File: config.mk
export PLATFORM = sky130hd
export DESIGN_NAME = decode_alu_ctrl
export DESIGN_NICKNAME = d
export VERILOG_FILES = /design/src/rtl/decode_alu_ctrl_pkg.sv /design/src/rtl/decode_alu_ctrl_decode.sv /design/src/rtl/decode_alu_ctrl.sv
export SDC_FILE = /design/constraint.sdc
export NUM_CORES = 1
export LEC_CHECK = 0
export CAP_MARGIN = 20
export CELL_PAD_IN_SITES_DETAIL_PLACEMENT = 2
export CELL_PAD_IN_SITES_GLOBAL_PLACEMENT = 2
export CORE_MARGIN = 2
export CORE_UTILIZATION = 25
export CTS_CLUSTER_DIAMETER = 200
export DETAILED_ROUTE_END_ITERATION = 12
export PLACE_DENSITY_LB_ADDON = 0.1
export SYNTH_ARGS = -nofsm -noshare
export SYNTH_HDL_FRONTEND = slang
export SYNTH_SLANG_ARGS = --single-unit
File: constraint.sdc
create_clock -name clk -period 2.36 [get_ports clk]
set_input_delay 0.236 -clock clk [delete_from_list [all_inputs] [get_ports clk]]
set_output_delay 0.236 -clock clk [all_outputs]
set_load 0.005 [all_outputs]
File: src/rtl/decode_alu_ctrl_pkg.sv
// Shared constants and types for the decode-stage ALU control block:
// ALU codes, RV32I opcode/funct fields, skid-buffer states and the decoded-entry record.
package decode_alu_ctrl_pkg;

  localparam int INST_W     = 32;
  localparam int ALU_CTRL_W = 3;

  localparam logic [ALU_CTRL_W-1:0] ALU_ADD = 3'b000;
  localparam logic [ALU_CTRL_W-1:0] ALU_SUB = 3'b001;
  localparam logic [ALU_CTRL_W-1:0] ALU_AND = 3'b010;
  localparam logic [ALU_CTRL_W-1:0] ALU_OR  = 3'b011;
  localparam logic [ALU_CTRL_W-1:0] ALU_XOR = 3'b100;

  localparam logic [6:0] OP_RTYPE = 7'b0110011;
  localparam logic [6:0] OP_ITYPE = 7'b0010011;

  localparam logic [2:0] F3_ADD_SUB = 3'b000;
  localparam logic [2:0] F3_AND     = 3'b111;
  localparam logic [2:0] F3_OR      = 3'b110;
  localparam logic [2:0] F3_XOR     = 3'b100;

  localparam logic [6:0] F7_BASE = 7'b0000000;
  localparam logic [6:0] F7_SUB  = 7'b0100000;

  typedef enum logic [1:0] {
    SKID_EMPTY = 2'b00,
    SKID_ONE   = 2'b01,
    SKID_TWO   = 2'b10
  } skid_state_e;

  typedef struct packed {
    logic [ALU_CTRL_W-1:0] alu_ctrl;
    logic                  src_imm;
    logic [INST_W-1:0]     imm;
    logic [4:0]            rs1;
    logic [4:0]            rs2;
    logic [4:0]            rd;
    logic                  reg_write;
    logic                  illegal;
  } dec_t;

  localparam dec_t DEC_RESET = '{
    alu_ctrl:  ALU_ADD,
    src_imm:   1'b0,
    imm:       32'h0000_0000,
    rs1:       5'd0,
    rs2:       5'd0,
    rd:        5'd0,
    reg_write: 1'b0,
    illegal:   1'b0
  };

  function automatic logic [INST_W-1:0] sext_i(input logic [11:0] field);
    return {{20{field[11]}}, field};
  endfunction

endpackage

File: src/rtl/decode_alu_ctrl_decode.sv
// Combinational RV32I ALU-subset decoder: instruction word -> ALU code, operand
// select, immediate, register indices, write enable and illegal flag.
module alu_ctrl_decode
  import decode_alu_ctrl_pkg::*;
(
  input  logic [INST_W-1:0] instr,
  output dec_t              dec
);

  logic [6:0]            opcode_s;
  logic [2:0]            funct3_s;
  logic [6:0]            funct7_s;
  logic [ALU_CTRL_W-1:0] alu_s;
  logic                  legal_s;
  logic                  is_imm_s;

  assign opcode_s = instr[6:0];
  assign funct3_s = instr[14:12];
  assign funct7_s = instr[31:25];

  // Classify the encoding and pick the ALU operation
  always_comb begin
    alu_s    = ALU_ADD;
    legal_s  = 1'b0;
    is_imm_s = 1'b0;
    case (opcode_s)
      OP_RTYPE: begin
        case (funct3_s)
          F3_ADD_SUB: begin
            if (funct7_s == F7_BASE) begin
              alu_s   = ALU_ADD;
              legal_s = 1'b1;
            end else if (funct7_s == F7_SUB) begin
              alu_s   = ALU_SUB;
              legal_s = 1'b1;
            end else begin
              legal_s = 1'b0;
            end
          end
          F3_AND: begin
            alu_s   = ALU_AND;
            legal_s = (funct7_s == F7_BASE);
          end
          F3_OR: begin
            alu_s   = ALU_OR;
            legal_s = (funct7_s == F7_BASE);
          end
          F3_XOR: begin
            alu_s   = ALU_XOR;
            legal_s = (funct7_s == F7_BASE);
          end
          default: legal_s = 1'b0;
        endcase
      end
      OP_ITYPE: begin
        is_imm_s = 1'b1;
        case (funct3_s)
          F3_ADD_SUB: begin alu_s = ALU_ADD; legal_s = 1'b1; end
          F3_AND:     begin alu_s = ALU_AND; legal_s = 1'b1; end
          F3_OR:      begin alu_s = ALU_OR;  legal_s = 1'b1; end
          F3_XOR:     begin alu_s = ALU_XOR; legal_s = 1'b1; end
          default:    legal_s = 1'b0;
        endcase
      end
      default: legal_s = 1'b0;
    endcase
  end

  // Assemble the decoded entry; illegal encodings keep only the register fields
  always_comb begin
    dec         = DEC_RESET;
    dec.rs1     = instr[19:15];
    dec.rs2     = instr[24:20];
    dec.rd      = instr[11:7];
    dec.illegal = ~legal_s;
    if (legal_s) begin
      dec.alu_ctrl  = alu_s;
      dec.reg_write = (instr[11:7] != 5'd0);
      if (is_imm_s) begin
        dec.src_imm = 1'b1;
        dec.imm     = sext_i(instr[31:20]);
        dec.rs2     = 5'd0;
      end else begin
        dec.src_imm = 1'b0;
        dec.imm     = 32'h0000_0000;
      end
    end else begin
      dec.alu_ctrl  = ALU_ADD;
      dec.reg_write = 1'b0;
    end
  end

endmodule

File: src/rtl/decode_alu_ctrl.sv
// Decode-stage ALU control: decoder feeding a 2-entry skid buffer so that the
// ready towards fetch is registered and never depends on the execute-side ready.
module decode_alu_ctrl
  import decode_alu_ctrl_pkg::*;
(
  input  logic                  clk,
  input  logic                  rst_n,
  input  logic                  flush,
  input  logic                  in_valid,
  output logic                  in_ready,
  input  logic [INST_W-1:0]     instr,
  output logic                  out_valid,
  input  logic                  out_ready,
  output logic [ALU_CTRL_W-1:0] alu_control,
  output logic                  alu_src_imm,
  output logic [INST_W-1:0]     imm,
  output logic [4:0]            rs1,
  output logic [4:0]            rs2,
  output logic [4:0]            rd,
  output logic                  reg_write,
  output logic                  illegal
);

  dec_t        dec_s;
  dec_t        main_r;
  dec_t        skid_r;
  skid_state_e state_r;
  skid_state_e state_next_s;
  logic        in_ready_r;
  logic        out_valid_r;
  logic        in_xfer_s;
  logic        out_xfer_s;
  logic        load_main_in_s;
  logic        load_main_skid_s;
  logic        load_skid_s;

  alu_ctrl_decode u_decode (
    .instr (instr),
    .dec   (dec_s)
  );

  // Skid FSM next state and buffer load controls; flush overrides any transfer
  always_comb begin
    in_xfer_s        = in_valid & in_ready_r & ~flush;
    out_xfer_s       = out_valid_r & out_ready & ~flush;
    state_next_s     = state_r;
    load_main_in_s   = 1'b0;
    load_main_skid_s = 1'b0;
    load_skid_s      = 1'b0;
    if (flush) begin
      state_next_s = SKID_EMPTY;
    end else begin
      case (state_r)
        SKID_EMPTY: begin
          if (in_xfer_s) begin
            state_next_s   = SKID_ONE;
            load_main_in_s = 1'b1;
          end else begin
            state_next_s = SKID_EMPTY;
          end
        end
        SKID_ONE: begin
          if (in_xfer_s && out_xfer_s) begin
            state_next_s   = SKID_ONE;
            load_main_in_s = 1'b1;
          end else if (in_xfer_s) begin
            state_next_s = SKID_TWO;
            load_skid_s  = 1'b1;
          end else if (out_xfer_s) begin
            state_next_s = SKID_EMPTY;
          end else begin
            state_next_s = SKID_ONE;
          end
        end
        SKID_TWO: begin
          if (out_xfer_s) begin
            state_next_s     = SKID_ONE;
            load_main_skid_s = 1'b1;
          end else begin
            state_next_s = SKID_TWO;
          end
        end
        default: state_next_s = SKID_EMPTY;
      endcase
    end
  end

  // State register with registered handshake flags derived from the next state
  always_ff @(posedge clk or negedge rst_n) begin
    if (!rst_n) begin
      state_r     <= SKID_EMPTY;
      in_ready_r  <= 1'b1;
      out_valid_r <= 1'b0;
    end else begin
      state_r     <= state_next_s;
      in_ready_r  <= (state_next_s != SKID_TWO);
      out_valid_r <= (state_next_s != SKID_EMPTY);
    end
  end

  // Main (output-facing) and skid entry registers
  always_ff @(posedge clk or negedge rst_n) begin
    if (!rst_n) begin
      main_r <= DEC_RESET;
      skid_r <= DEC_RESET;
    end else begin
      if (load_main_in_s) begin
        main_r <= dec_s;
      end else if (load_main_skid_s) begin
        main_r <= skid_r;
      end else begin
        main_r <= main_r;
      end
      if (load_skid_s) begin
        skid_r <= dec_s;
      end else begin
        skid_r <= skid_r;
      end
    end
  end

  assign in_ready    = in_ready_r;
  assign out_valid   = out_valid_r;
  assign alu_control = main_r.alu_ctrl;
  assign alu_src_imm = main_r.src_imm;
  assign imm         = main_r.imm;
  assign rs1         = main_r.rs1;
  assign rs2         = main_r.rs2;
  assign rd          = main_r.rd;
  assign reg_write   = main_r.reg_write;
  assign illegal     = main_r.illegal;

endmodule

### Cell classes on the final placement

Fill, decap, tap and diode cells in grey.
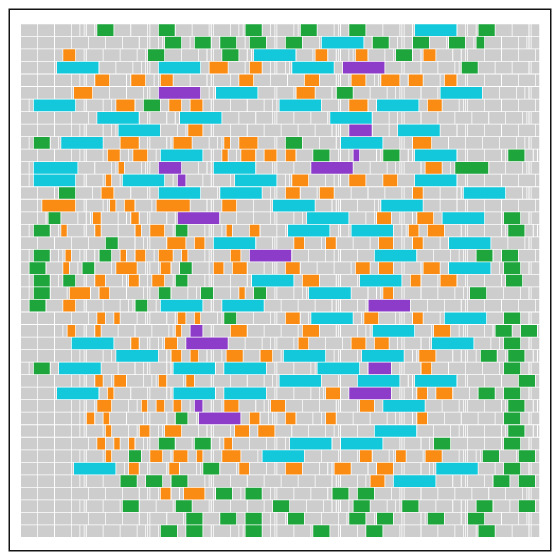
| class | colour | cells | share of their area |
|---|---|---|---|
| flip-flops | cyan | 70 | 41% |
| all other logic | orange | 164 | 29% |
| other buffers and delay cells | green | 108 | 24% |
| clock drivers and dummy loads | purple | 16 | 6.7% |
row cnt: 41
Finished Cell Area: 4540 um^2

### Pin placement

Pins as bars across the die edge, other pins in grey.
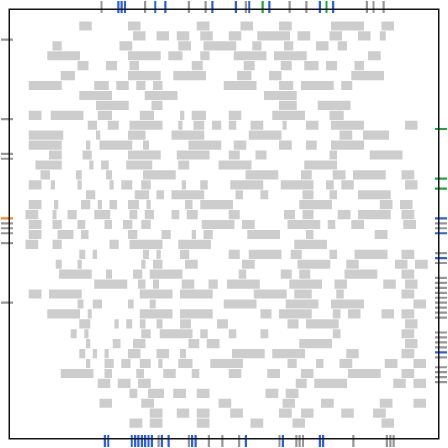
| port | colour | pins | direction | edge |
|---|---|---|---|---|
| rs2 | green | 5 | output | 3 right, 2 top |
| instr | blue | 32 | input | 17 bottom, 11 top, 4 right |
| reg_write | orange | 1 | output | left |
all pins by edge: 30 bottom, 29 right, 23 top, 10 left
Die X: 117 um
PortBufs: 91
die height: 117 um

==> flow_metrics.env <==
# implementation run metrics
export IMPL_regArea_um2=1750
export IMPL_core_area_um2=12600
export IMPL_required_ns=2.57
export IMPL_cts_hold_buf=1
export IMPL_r2r_end="alu_control[1]"
export IMPL_antenna_found_initial=0
export IMPL_grt_pass1_vias=2770
export IMPL_ys_cells=269
export IMPL_die_area_um2=13700
export IMPL_max_stage_delay_ns=0.56
export IMPL_fp_nets=308
export IMPL_synthTopCellsByCount="dfrtp_1, a22o_1, buf_4"
export IMPL_crit_type="flop to flop"
export IMPL_dp_hpwl_um=6500
export IMPL_finalSetupTns_ns=0
export IMPL_finalNetCount=392
export IMPL_nNonClkInverters=3
export IMPL_p_comb_share_pct=15.1
export IMPL_crit_start="in_ready"
export IMPL_cts_made_buffers=9
export IMPL_cp_depth=9
export IMPL_dp_slack_ns=-0.0751
export IMPL_ant_nets=0
export IMPL_outcome="finished, final reports clean"
export IMPL_seq_cell_share_pct=38.6
export IMPL_crit_path_end_kind="flop"
export IMPL_netlist_area_um2=3210
export IMPL_combGateArea_um2=1220
export IMPL_highest_layer="met4"
export IMPL_yosysUniqueCellTypes=44
export IMPL_ff_count=70
export IMPL_vias=2516
export IMPL_fin_util_pct=36.1
export IMPL_wl_met3_um=392
export IMPL_top_register="skid_r"
export IMPL_hold_path_class="input pin to asynchronous set/reset pin"
export IMPL_largest_cell_class="sequential cells"
export IMPL_dr_pass1_iters=4
export IMPL_p_leak_uw=0.00212
export IMPL_avgViaCountPerCell=4.75
export IMPL_worst_slew_pin_slew_ns=0.745
export IMPL_setup_viol=0
export IMPL_placedCellCount=513
export IMPL_fp_util_pct=25.5
export IMPL_power_frac_clock_pct=40.1
export IMPL_path_clk_slew_ns=0.06
export IMPL_cp_common_cell="buf_4"
export IMPL_clockBufferDepth=2
export IMPL_lay_top_count="clkdlybuf4s50_1"
export IMPL_nonClkBufAreaFrac_pct=23.1
export IMPL_cts_root_buf="clkbuf_16"
export IMPL_largest_area_cell="dfrtp_1"
export IMPL_largest_register_ffs=33
export IMPL_grt_ovfl_total=0
export IMPL_syn_area_per_cell_um2=11.9
export IMPL_signal_buffers=108
export IMPL_gp_congestion=0.738
export IMPL_synth_edff_count=0
export IMPL_synth_warnings=0
export IMPL_path_cells="nand2_1, nor2_1, buf_4, ha_1, nand2_2, a211oi_4, buf_4, a2bb2oi_1, o21ai_1"
export IMPL_ys_seq_share_pct=54.7
export IMPL_period_used_pct=91.2
export IMPL_r2r_cells=9
export IMPL_drcViolationCount=0
export IMPL_pwr_share_seq_pct=44.9
export IMPL_cp_data_arrival_time_ns=2.36
### Wiring by layer

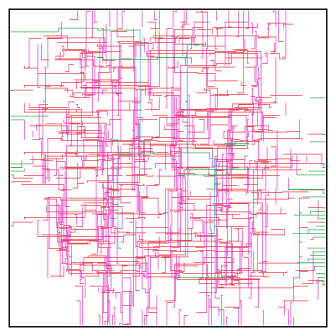
| layer | colour | wire length |
|---|---|---|
| met3 | green | 393 um |
| met1 | red | 4210 um |
| met2 | magenta | 4560 um |
| met4 | cyan | 154 um |
Routed WL: 9310 um
Global Route Usage Sum: 14.7%

==> layer usage <==
metal	GRT usage (%)	vias to the layer above
met1	19.5	1289
li1	-	1153
met5	0	-
met2	23.8	61
met3	3.14	13
met4	5.41	0
==> logic make-up (layout without fill, tap and decap cells) <==
family / Yosys count / count (layout) / share of synthesized area, %
AND-OR/OR-AND: 77 / 77 / 20.4
flip-flops: 70 / 70 / 54.7
AND/OR/NAND/NOR: 70 / 70 / 12.7
buffers and inverters: 38 / 127 / 7.33
multiplexers: 12 / 12 / 4.14
adder cells (fa/ha/maj): 2 / 2 / 0.780
==> power by group through the flow <==
stage,clock [uW],sequential (uW),combinational [uW]
global placement,0,1460,484
floorplan,0,1450,200
detailed placement,0,1470,494
global route,1380,1470,543
finish,1290,1450,486
CTS,1340,1450,498
Power is estimated from default activity; no workload was simulated.
